### Nets reached from selected ports, run 1

The bar under the picture is 20 um long.
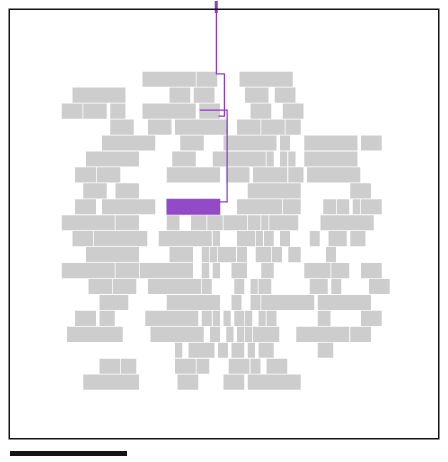
### Register map, names as in the netlist, run 1

The bar under the picture is 20 um long. Other sequential cells in the stronger gray, the rest of the logic in the fainter gray.
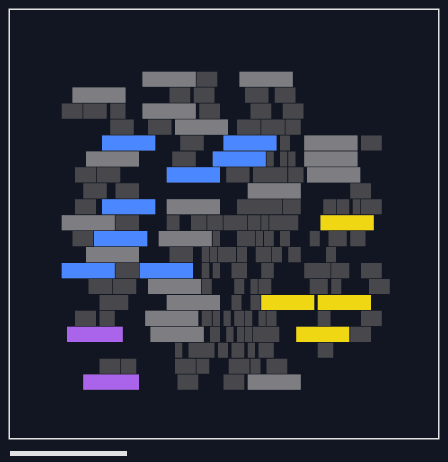
### Routing congestion, run 1

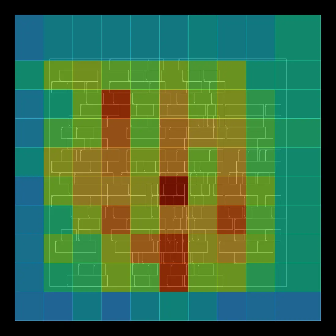
[src/rtl/serial_rx_controller_if.sv]
// serial_rx_controller_if: serial line, processor handshake and sequencing outputs of the receive controller
interface serial_rx_controller_if #(
    parameter int DATA_BITS = 8
);
    logic                 bitStream;
    logic                 readAck;
    logic                 enable;
    logic                 SRclk;
    logic [3:0]           BSC;
    logic [3:0]           BIC;
    logic [DATA_BITS-1:0] rxData;
    logic                 dataReady;
    logic                 framingErr;
    logic                 overrun;
    modport master (
        input  bitStream, readAck,
        output enable, SRclk, BSC, BIC, rxData, dataReady, framingErr, overrun
    );
    modport slave (
        output bitStream, readAck,
        input  enable, SRclk, BSC, BIC, rxData, dataReady, framingErr, overrun
    );
endinterface

[src/rtl/serial_rx_controller.sv]
// serial_rx_controller: start-bit detection, bit-sample/bit-index sequencing and
// ready/acknowledge handoff of received characters with framing/overrun flags
module serial_rx_controller #(
    parameter int DATA_BITS    = 8,
    parameter int OVERSAMPLE   = 16,
    parameter int SAMPLE_POINT = 7
) (
    input logic clk,
    input logic reset,
    serial_rx_controller_if.master bus
);
    localparam logic [1:0] IDLE  = 2'd0;
    localparam logic [1:0] START = 2'd1;
    localparam logic [1:0] DATA  = 2'd2;
    localparam logic [1:0] STOP  = 2'd3;
    localparam logic [3:0] SAMPLE   = 4'(SAMPLE_POINT);
    localparam logic [3:0] LAST     = 4'(OVERSAMPLE - 1);
    localparam logic [3:0] BIC_LAST = 4'(DATA_BITS - 1);
    logic [1:0]           sync_q, sync_d;
    logic [1:0]           state_q, state_d;
    logic [3:0]           bsc_q, bsc_d;
    logic [3:0]           bic_q, bic_d;
    logic                 en_q, en_d;
    logic                 srclk_q, srclk_d;
    logic [DATA_BITS-1:0] shift_q, shift_d;
    logic [DATA_BITS-1:0] rx_q, rx_d;
    logic                 rdy_q, rdy_d;
    logic                 ferr_q, ferr_d;
    logic                 ovr_q, ovr_d;
    logic                 line, at_sample, at_last, stop_hit, load;
    assign line      = sync_q[1];
    assign at_sample = bsc_q == SAMPLE;
    assign at_last   = bsc_q == LAST;
    assign stop_hit  = state_q == STOP && at_sample;
    // A load always wins over a same-cycle acknowledge, so ack never causes overrun
    assign load      = stop_hit && line && (!rdy_q || bus.readAck);
    always_comb begin
        sync_d  = {sync_q[0], bus.bitStream};
        state_d = state_q;
        bsc_d   = bsc_q + 4'd1;
        bic_d   = bic_q;
        shift_d = shift_q;
        case (state_q)
            IDLE: begin
                bsc_d   = 4'd0;
                bic_d   = 4'd0;
                state_d = line ? IDLE : START;
            end
            START: begin
                if (at_sample && line) begin
                    state_d = IDLE;
                    bsc_d   = 4'd0;
                end else if (at_last) begin
                    state_d = DATA;
                    bsc_d   = 4'd0;
                    bic_d   = 4'd0;
                end
            end
            DATA: begin
                shift_d = at_sample ? {line, shift_q[DATA_BITS-1:1]} : shift_q;
                if (at_last) begin
                    bsc_d   = 4'd0;
                    state_d = (bic_q == BIC_LAST) ? STOP : DATA;
                    bic_d   = (bic_q == BIC_LAST) ? bic_q : bic_q + 4'd1;
                end
            end
            default: begin
                if (at_sample) begin
                    state_d = IDLE;
                    bsc_d   = 4'd0;
                    bic_d   = 4'd0;
                end
            end
        endcase
        en_d    = state_d != IDLE;
        srclk_d = state_q == DATA && at_sample;
        rx_d    = load ? shift_q : rx_q;
        rdy_d   = load || (rdy_q && !bus.readAck);
        ovr_d   = (stop_hit && line && rdy_q && !bus.readAck) || (ovr_q && !bus.readAck);
        ferr_d  = (stop_hit && !line) || (ferr_q && !bus.readAck);
    end
    always_ff @(posedge clk or negedge reset) begin
        if (!reset) begin
            sync_q  <= 2'b11;
            state_q <= IDLE;
            bsc_q   <= 4'd0;
            bic_q   <= 4'd0;
            en_q    <= 1'b0;
            srclk_q <= 1'b0;
            shift_q <= '0;
            rx_q    <= '0;
            rdy_q   <= 1'b0;
            ferr_q  <= 1'b0;
            ovr_q   <= 1'b0;
        end else begin
            sync_q  <= sync_d;
            state_q <= state_d;
            bsc_q   <= bsc_d;
            bic_q   <= bic_d;
            en_q    <= en_d;
            srclk_q <= srclk_d;
            shift_q <= shift_d;
            rx_q    <= rx_d;
            rdy_q   <= rdy_d;
            ferr_q  <= ferr_d;
            ovr_q   <= ovr_d;
        end
    end
    assign bus.enable     = en_q;
    assign bus.SRclk      = srclk_q;
    assign bus.BSC        = bsc_q;
    assign bus.BIC        = bic_q;
    assign bus.rxData     = rx_q;
    assign bus.dataReady  = rdy_q;
    assign bus.framingErr = ferr_q;
    assign bus.overrun    = ovr_q;
endmodule

[src/flat_wrapper.sv]
// flat-port wrapper written by rule: the top's interface ports become plain ports
module serial_rx_controller_flat 
#(
    parameter int DATA_BITS    = 8,
    parameter int OVERSAMPLE   = 16,
    parameter int SAMPLE_POINT = 7
)
  (clk, reset, bus_bitStream, bus_readAck, bus_enable, bus_SRclk, bus_BSC, bus_BIC, bus_rxData, bus_dataReady, bus_framingErr, bus_overrun);
  serial_rx_controller_if #(.DATA_BITS(DATA_BITS)) bus_i ();
  input logic clk;
  input logic reset;
  input wire logic [$bits(bus_i.bitStream)-1:0] bus_bitStream;
  input wire logic [$bits(bus_i.readAck)-1:0] bus_readAck;
  output wire logic [$bits(bus_i.enable)-1:0] bus_enable;
  output wire logic [$bits(bus_i.SRclk)-1:0] bus_SRclk;
  output wire logic [$bits(bus_i.BSC)-1:0] bus_BSC;
  output wire logic [$bits(bus_i.BIC)-1:0] bus_BIC;
  output wire logic [$bits(bus_i.rxData)-1:0] bus_rxData;
  output wire logic [$bits(bus_i.dataReady)-1:0] bus_dataReady;
  output wire logic [$bits(bus_i.framingErr)-1:0] bus_framingErr;
  output wire logic [$bits(bus_i.overrun)-1:0] bus_overrun;
  assign bus_i.bitStream = bus_bitStream;
  assign bus_i.readAck = bus_readAck;
  assign bus_enable = bus_i.enable;
  assign bus_SRclk = bus_i.SRclk;
  assign bus_BSC = bus_i.BSC;
  assign bus_BIC = bus_i.BIC;
  assign bus_rxData = bus_i.rxData;
  assign bus_dataReady = bus_i.dataReady;
  assign bus_framingErr = bus_i.framingErr;
  assign bus_overrun = bus_i.overrun;
  serial_rx_controller #(.DATA_BITS(DATA_BITS), .OVERSAMPLE(OVERSAMPLE), .SAMPLE_POINT(SAMPLE_POINT)) u_core (.clk(clk), .reset(reset), .bus(bus_i));
endmodule
[config.mk]
export PLATFORM = sky130hd
export DESIGN_NAME = serial_rx_controller_flat
export DESIGN_NICKNAME = d
export VERILOG_FILES = /design/src/rtl/serial_rx_controller_if.sv /design/src/rtl/serial_rx_controller.sv /design/src/flat_wrapper.sv
export SDC_FILE = /design/constraint.sdc
export NUM_CORES = 1
export LEC_CHECK = 0
export ABC_AREA = 0
export CAP_MARGIN = 5
export CORE_MARGIN = 8
export CORE_UTILIZATION = 45
export CTS_CLUSTER_SIZE = 30
export DETAILED_ROUTE_END_ITERATION = 8
export HOLD_SLACK_MARGIN = 0.03
export PLACE_DENSITY = 0.7
export SETUP_SLACK_MARGIN = 0.1
export SYNTH_ARGS = -nofsm -noshare
export SYNTH_HDL_FRONTEND = slang
export SYNTH_SLANG_ARGS = --single-unit
[constraint.sdc]
create_clock -name clk -period 4.7 [get_ports clk]
set_input_delay 0.705 -clock clk [delete_from_list [all_inputs] [get_ports clk]]
set_output_delay 0.705 -clock clk [all_outputs]
set_load 0.02 [all_outputs]
==> impl_metrics.toml, run 1 <==
# flow metrics
[outcome]
status = "finished, final reports clean"

[detailed_routing]
detail_route.vias_per_cell = 5.330
first_pass_iters = 4
vias = 1034
wirelength_um = 2918
drt_iter0_markers = 44

[floorplan]
fp_util = 0.4752
die_y_um = 73.01
rows = 20
core_um2 = 3078
die_x_um = 73.01

[worst_setup_path]
startpoint = "u_core.bus.BSC[3]"
cp.arrival_ns = 1.57
crit_path_start_kind = "flop"
end_kind = "output pin"
critPathBufInv = 1
cp.required_ns = 3.99
critPathTopFamily = "buffers and inverters"
r2r_start = "u_core.bus.BSC[0]"

[final_timing]
period_needed_ns = 2.279
hold_viol = 0
max_clock_freq_mhz = 438.8
drv_slew = 0
finClkSkew_ns = 0.005584
worstMarginPinSlew_ns = 0.4278
fin_tns_setup_ns = 0

[clock_tree]
cts-hold-fix-buffers = 0
cts_resized = 0
root_buffer = "clkbuf_4"
post-cts-setup-buffers = 0
clk_path_buf_depth = 2
htree_levels = 2
clock_sinks = 33
cts_buffers = 5
cts_tree = "yes"

[synth]
synthDistinctLibCells = 33
ys_warn_count = 0
largest_area_cell = "dfrtp_1"
synth_seq_share = 0.5663
synthTopCellsByCount = "dfrtp_1, mux2_2, nand2_1, nor2_1, a21oi_1"
numSynthFlops = 33
syn_area_um2 = 1463
synthArstFlopShare = 1.000
yosys_cells = 121
top_area_frac = 0.5304

[finish]
syn_to_final_growth_pct = 23.95
diodes = 0
drive_gt1_frac = 0.2333

[flow_run]
drv_cap = 0
warnings = 26

[global_routing]
grt_overflow_total = 0
grt_pass1_wl_um = 4995
grt_max_degree = 34

[placed_design]
dp_cells = 186

[power]
p_leak_nw = 0.8048
ir_drop_uv = 305.6
About 'Nets reached from selected ports':
legend:
  purple:
    port: bus_enable
    bits: 1
    direction: output
    end_cells: 1
    buffers: 1
    wire: 41.8 um
Top Ports: 25
port bufs: 24

About 'Register map, names as in the netlist':
legend:
  yellow:
    netlist_name: u_core.bus.BIC
    sequential_cells: 4
  blue:
    netlist_name: u_core.shift_q
    sequential_cells: 8
  purple:
    netlist_name: u_core.sync_q
    sequential_cells: 2
not colored: 19
Reg area: 828.3 um^2
sequential share of cell area: 0.4569
power in sequential cells: 0.377 mW
Util after Layout: 0.5890

About 'Routing congestion':
WL/cell: 15.04 um
GR peak layer: met2
GRT Total Usage: 0.1218
grt met2 use: 0.1907
M3 GR Usage: 0.04396

-- run 1: sequential cells by signal, summed over array words and instances (netlist names) --
| signal | cells |
|---|---|
| u_core.bus.BIC | 4 |
| u_core.bus.BSC | 4 |
| u_core.bus.SRclk | 1 |
| u_core.bus.dataReady | 1 |
| u_core.bus.enable | 1 |
| u_core.bus.framingErr | 1 |
| u_core.bus.overrun | 1 |
| u_core.bus.rxData | 8 |
| u_core.shift_q | 8 |
| u_core.state_q | 2 |
| u_core.sync_q | 2 |
-- run 1: kinds of logic after synthesis --
| group | count (synthesis) | share of synthesized area |
|---|---|---|
| AND/OR/NAND/NOR | 39 | 0.1540 |
| flip-flops | 33 | 0.5663 |
| AND-OR/OR-AND | 23 | 0.1086 |
| multiplexers | 17 | 0.1309 |
| buffers and inverters | 7 | 0.02310 |
| adder cells (fa/ha/maj) | 2 | 0.01711 |
-- run 1: metrics by stage --
step	area (um^2)	hold slack (ns)	setup slack [ns]
finish	1813	0.3641	2.421
global route	1813	0.3689	2.373
CTS	1813	0.3682	2.405
detailed placement	1743	0.3538	2.618
global placement	1743	0.3464	2.655
floorplan	1463	0.3452	2.895
-- run 1: worst paths after layout --
path | to | slack (ns) | depth (start not counted)
max in group asynchronous | u_core.sync_q[0] | 3.63 | 2
min in group asynchronous | u_core.bus.BSC[1] | 0.75 | 2
setup reg to reg | u_core.bus.rxData[0] | 2.81 | 5
hold reg to reg | u_core.sync_q[1] | 0.36 | 0
setup / recovery | bus_BSC[3] | 2.42 | 1
hold / removal | u_core.sync_q[1] | 0.36 | 0
-- run 1: routing by layer --
| metal | GRT usage | part of all wire | routed length (um) | vias to the layer above |
|---|---|---|---|---|
| li1 | - | - | - | 486 |
| met1 | 0.1360 | 0.43 | 1251 | 513 |
| met2 | 0.1907 | 0.48 | 1408 | 27 |
| met3 | 0.04396 | 0.061 | 178 | 8 |
| met4 | 0.08000 | 0.027 | 79 | 0 |
| met5 | 0 | 0 | 0 | - |
-- run 1: cells in the final DEF, fill, tap and decap left out, types with 2 or more instances in the layout --
cell,instances
clkbuf_8,2
a22o_1,2
o21ai_0,4
dfrtp_1,31
o21a_1,2
o22ai_1,2
clkdlybuf4s50_1,24
inv_1,3
nand2b_1,2
nor2_1,9
nor4_1,3
nand3_1,4
ha_1,2
mux2_2,17
nor2b_1,2
nand2_1,9
nor3_1,2
a21oi_1,7
dfstp_2,2
clkbuf_4,5
-- run 1: power by group --
group | internal, mW | total [mW] | switching (mW)
clock | 0.0866 | 0.185 | 0.0979
sequential | 0.317 | 0.377 | 0.0606
combinational | 0.106 | 0.227 | 0.120
total | 0.510 | 0.788 | 0.279
-- run 1: final cells by class --
| class | count | area [um^2] |
|---|---|---|
| Fill cell | 275 | 1265 |
| Sequential cell | 33 | 828.3 |
| Multi-Input combinational cell | 81 | 600.6 |
| Timing Repair Buffer | 25 | 247.7 |
| Clock buffer | 7 | 65.06 |
| Tap cell | 44 | 55.05 |
| Inverter | 3 | 11.26 |
| Clock inverter | 1 | 5.005 |
--- run 2 (diff from run 1) ---
--- a/config.mk
+++ b/config.mk
@@ -12,7 +12,7 @@
 export CTS_CLUSTER_SIZE = 30
 export DETAILED_ROUTE_END_ITERATION = 8
 export HOLD_SLACK_MARGIN = 0.03
-export PLACE_DENSITY = 0.7
+export PLACE_DENSITY = 0.72
 export SETUP_SLACK_MARGIN = 0.1
 export SYNTH_ARGS = -nofsm -noshare
 export SYNTH_HDL_FRONTEND = slang
==> constraint.sdc (replaced) <==
create_clock -name clk -period 1.9 [get_ports clk]
set_input_delay 0.285 -clock clk [delete_from_list [all_inputs] [get_ports clk]]
set_output_delay 0.285 -clock clk [all_outputs]
set_load 0.02 [all_outputs]
### Nets reached from selected ports, run 2

The bar under the picture is 20 um long.
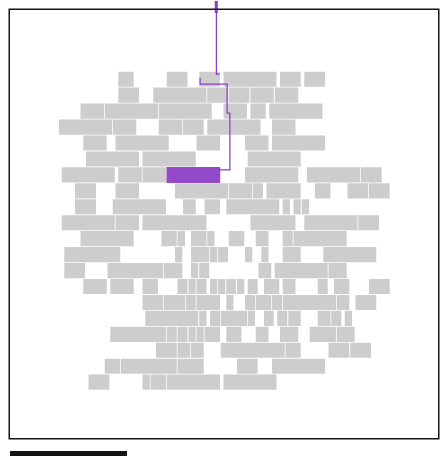
legend:
  purple:
    port: bus_enable
    bits: 1
    direction: output
    end_cells: 1
    buffers: 1
    wire: 33.7 um

==> impl_metrics.toml, run 2 <==
# flow metrics
[outcome]
status = "finished, final reports clean"

[finish]
diodes = 0
final_common_cell = "dfrtp_1"
fin_area_um2 = 1893
syn_to_final_growth_pct = 29.43
final_cell_mix = "dfrtp_1, clkdlybuf4s50_1, mux2_2, nand2_1, nor2_1"
drive_gt1_frac = 0.2727
ff_latch_area_um2 = 830.8

[detailed_routing]
wirelength_um = 2883
drt_iter0_markers = 52
first_pass_iters = 4

[power]
swShare = 0.3221
p_clk_frac = 0.294
internal_power_mw = 1.517
comb_power_share = 0.308
p_leak_nw = 0.8460
ir_drop_uv = 560.4

[final_timing]
finClkSkew_ns = 0.007982
max_clock_freq_mhz = 581.0
fin_tns_setup_ns = 0
worstMarginPinSlew_ns = 0.4081
hold_viol = 0
drv_slew = 0

[synth]
synthDistinctLibCells = 33
synthArstFlopShare = 1.000
yosys_cells = 121
largest_area_cell = "dfrtp_1"
synthTopCellsByCount = "dfrtp_1, mux2_2, nand2_1, nor2_1, a21oi_1"
syn_area_um2 = 1463

[worst_setup_path]
critPathTopFamily = "flip-flops"
cp.arrival_ns = 1.95
r2r_start = "u_core.bus.BSC[1]"

[clock_tree]
clk_path_buf_depth = 2
cts-hold-fix-buffers = 0
cts_tree = "yes"
root_buffer = "clkbuf_4"

[floorplan]
fp_util = 0.4752
die_y_um = 73.01
core_um2 = 3078
ios = 25
die_x_um = 73.01

[flow_run]
warnings = 26

[global_routing]
grt_pass1_wl_um = 4919
grtUsageTotal = 0.1223
run 2: netlist changes by cell type in the layout (fill, tap and decap cells not counted), sizes merged:
| cell | previous run | this run |
|---|---|---|
| buf | 1 | 5 |
| bufinv | 0 | 2 |
| clkbuf | 7 | 5 |
| clkdlybuf4s50 | 24 | 23 |
| dlymetal6s2s | 0 | 1 |
run 2: metal layers:
| layer | GRT usage | wire length, um |
|---|---|---|
| met3 | 0.05907 | 180 |
| met1 | 0.1332 | 1287 |
| met2 | 0.1936 | 1362 |
| met5 | 0 | 0 |
| met4 | 0.06000 | 54 |
run 2: power by group through the flow:
| stage | sequential, mW | combinational, mW | clock (mW) |
|---|---|---|---|
| floorplan | 0.933 | 0.378 | 0 |
| finish | 0.892 | 0.689 | 0.658 |
| detailed placement | 0.894 | 0.651 | 0 |
| global placement | 0.887 | 0.638 | 0 |
| CTS | 0.892 | 0.670 | 0.679 |
| global route | 0.902 | 0.764 | 0.698 |
run 2: layout make-up:
class | count | area share
inverters | 3 | 0.005948
clock buffers | 5 | 0.01983
well taps | 44 | 0.02908
multi-input cells | 81 | 0.3239
flip-flops and latches | 33 | 0.4389
repair buffers | 29 | 0.1480
clock inverters | 3 | 0.03437
run 2: worst reg2reg max path, cell delays in order, from the launching register on:
cell	delay [ns]
dfrtp_2	0.43
ha_4	0.17
and3b_4	0.23
nand4_4	0.13
a21oi_4	0.28
mux2_2	0.38
run 2: kinds of logic after synthesis:
group,count (synthesis),share of synthesized area
AOI/OAI and AO/OA,23,0.1086
DFF,33,0.5663
and+or+nand+nor,39,0.1540
muxes,17,0.1309
adders and majority gates,2,0.01711
buffers and inverters,7,0.02310
run 2: worst paths after layout:
kind                                   endpoint  slack [ns]  cells after the start
setup / recovery           u_core.bus.rxData[1]        0.18                      5
hold / removal                u_core.bus.BSC[1]        0.32                      2
setup reg to reg           u_core.bus.rxData[1]        0.18                      5
hold reg to reg                u_core.sync_q[1]        0.36                      0
max in group asynchronous      u_core.sync_q[1]        1.25                      2
min in group clk               u_core.sync_q[0]        0.33                      1
run 2: repair_timing:
item                       in CTS  in global routing
gates resized                   2                  2
setup endpoints to repair       8                  9
setup buffers                   0                  1
pin swaps                       0                  1
run 2: stage by stage:
stage                     power [mW]  utilization  cells  hold slack, ns
final                          2.238       0.6150    198          0.3180
after global routing           2.364       0.6150    198          0.3085
after CTS                      2.241       0.6114    197          0.3144
after detailed placement       1.546       0.5740    189          0.3469
after global placement         1.525       0.5740    189          0.3467
after floorplan                1.312            -    121        -0.01059
--- run 3 (diff from run 2) ---
--- a/config.mk
+++ b/config.mk
@@ -14,6 +14,7 @@
 export HOLD_SLACK_MARGIN = 0.03
 export PLACE_DENSITY = 0.72
 export SETUP_SLACK_MARGIN = 0.1
+export SKIP_LAST_GASP = 1
 export SYNTH_ARGS = -nofsm -noshare
 export SYNTH_HDL_FRONTEND = slang
 export SYNTH_SLANG_ARGS = --single-unit
### Wiring by layer, run 3

Two of the layers only.
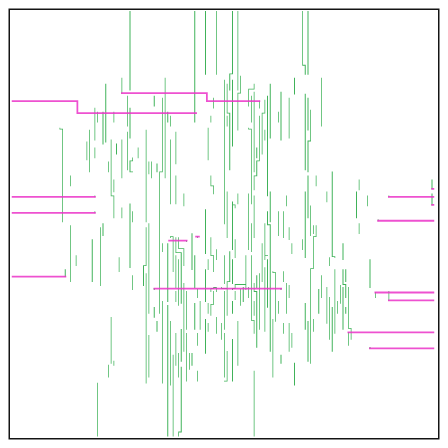
legend:
  magenta:
    layer: M3
    wire_length: 180 um
  green:
    layer: M2
    wire_length: 1360 um
Post-Route WL: 2883 um
GRT Total Usage: 0.1223
via count: 1048
WL/cell: 14.56 um

==> impl_metrics.toml, run 3 <==
# flow metrics
[clock_tree]
cts_tree = "yes"
root_buffer = "clkbuf_4"
clk_path_buf_depth = 2
htree_levels = 2

[synth]
largest_area_cell = "dfrtp_1"
synthTopCellsByCount = "dfrtp_1, mux2_2, nand2_1, nor2_1, a21oi_1"
ys_top_logic_family = "simple AND/OR/NAND/NOR gates"
ys_warn_count = 0
synthDistinctLibCells = 33
ys_sh_aoi = 0.1086
synth-edff-count = 0
syn_area_um2 = 1463
mux_area_frac = 0.1309
numSynthFlops = 33
yosys_cells = 121
simple_gate_share = 0.1540
adder_share = 0.01711
ys_sh_xor = 0
synthArstFlopShare = 1.000

[finish]
final_common_cell = "dfrtp_1"
drive_gt1_frac = 0.2727
final_cell_mix = "dfrtp_1, clkdlybuf4s50_1, mux2_2, nand2_1, nor2_1"
diodes = 0
syn_to_final_growth_pct = 29.43
nNetsFinal = 159

[final_timing]
drv_slew = 0
finClkSkew_ns = 0.007982
relSlewSlack = 0.7279
fin_tns_setup_ns = 0
max_clock_freq_mhz = 581.0
worstMarginPinSlew_ns = 0.4081
period_needed_ns = 1.721
hold_viol = 0

[worst_setup_path]
critPathMaxStageDelay_ns = 0.43
reg2reg_depth = 5
cp.arrival_ns = 1.95
rr_endpoint = "u_core.bus.rxData[1]"
r2r_start = "u_core.bus.BSC[1]"
rrSetupSlack_ns = 0.18

[floorplan]
die_x_um = 73.01
core_um2 = 3078
die_y_um = 73.01
ios = 25
fp_util = 0.4752

[power]
p_leak_nw = 0.8460
total_power_mw = 2.238
ir_drop_uv = 560.4

[flow_run]
warnings = 26

[global_routing]
grt_pass1_wl_um = 4919
grt_max_degree = 34

[detailed_routing]
detail_route.vias_per_cell = 5.293
drt_iter0_markers = 52
first_pass_iters = 4

[outcome]
status = "finished, final reports clean"

[placed_design]
gp_congestion = 0.8423
-- run 3: cell counts after synthesis --
No cell type changed its count.
-- run 3: cell families after synthesis --
logic type / after synthesis
buf+inv: 7
simple gates: 39
fa+ha+maj: 2
mux: 17
flops: 33
compound gates: 23
-- run 3: critical path: cells and delay by family (launching register included) --
kind                       cells  cell delay [ns]
muxes                          1             0.38
and+or+nand+nor                2             0.36
adders and majority gates      1             0.17
DFF                            1             0.43
AOI/OAI and AO/OA              1             0.28
-- run 3: worst max-delay path by stage --
stage | from | to
global route | u_core.bus.BSC[1] | u_core.bus.rxData[1]
finish | u_core.bus.BSC[1] | u_core.bus.rxData[1]
detailed placement | u_core.bus.BSC[0] | u_core.bus.rxData[1]
CTS | u_core.bus.BSC[2] | bus_BSC[2]
global placement | u_core.bus.BSC[0] | u_core.bus.rxData[4]
floorplan | u_core.bus.BSC[1] | u_core.bus.rxData[0]
-- run 3: timing repair --
| item | in CTS | in global routing |
|---|---|---|
| hold buffers | 0 | 0 |
| buffers inserted | 0 | 1 |
| pin swaps | 0 | 1 |
| cloned | 0 | 0 |
| setup endpoints to repair | 8 | 9 |
| resized | 2 | 2 |
-- run 3: cell type report --
type                            instances  area, um^2
Clock buffer                            5       37.54
Clock inverter                          3       65.06
Fill cell                             250        1185
Inverter                                3       11.26
Multi-Input combinational cell         81       613.1
Sequential cell                        33       830.8
Tap cell                               44       55.05
Timing Repair Buffer                   29       280.3
-- run 3: power by group --
part           leakage [nW]  switching [mW]  total (mW)  internal, mW
combinational         0.355           0.367       0.689         0.321
sequential            0.435           0.103       0.892         0.789
clock                0.0552           0.251       0.658         0.407
-- run 3: routing by layer --
metal,global-route usage,vias to the layer above,part of all wire
met5,0,-,0
met4,0.06000,0,0.019
met3,0.05907,5,0.062
met2,0.1936,17,0.47
met1,0.1332,520,0.45
li1,-,506,-
-- run 3: metrics by stage --
step                instances  worst slack [ns]  hold slack (ns)  instance area [um^2]    util
finish                    198            0.1788           0.3180                  1893  0.6150
global placement          189            0.1580           0.3467                  1767  0.5740
CTS                       197            0.1223           0.3144                  1882  0.6114
global route              198            0.1037           0.3085                  1893  0.6150
detailed placement        189           0.08448           0.3469                  1767  0.5740
floorplan                 121            0.1108         -0.01059                  1464       -
Power and IR drop assume default switching activity.
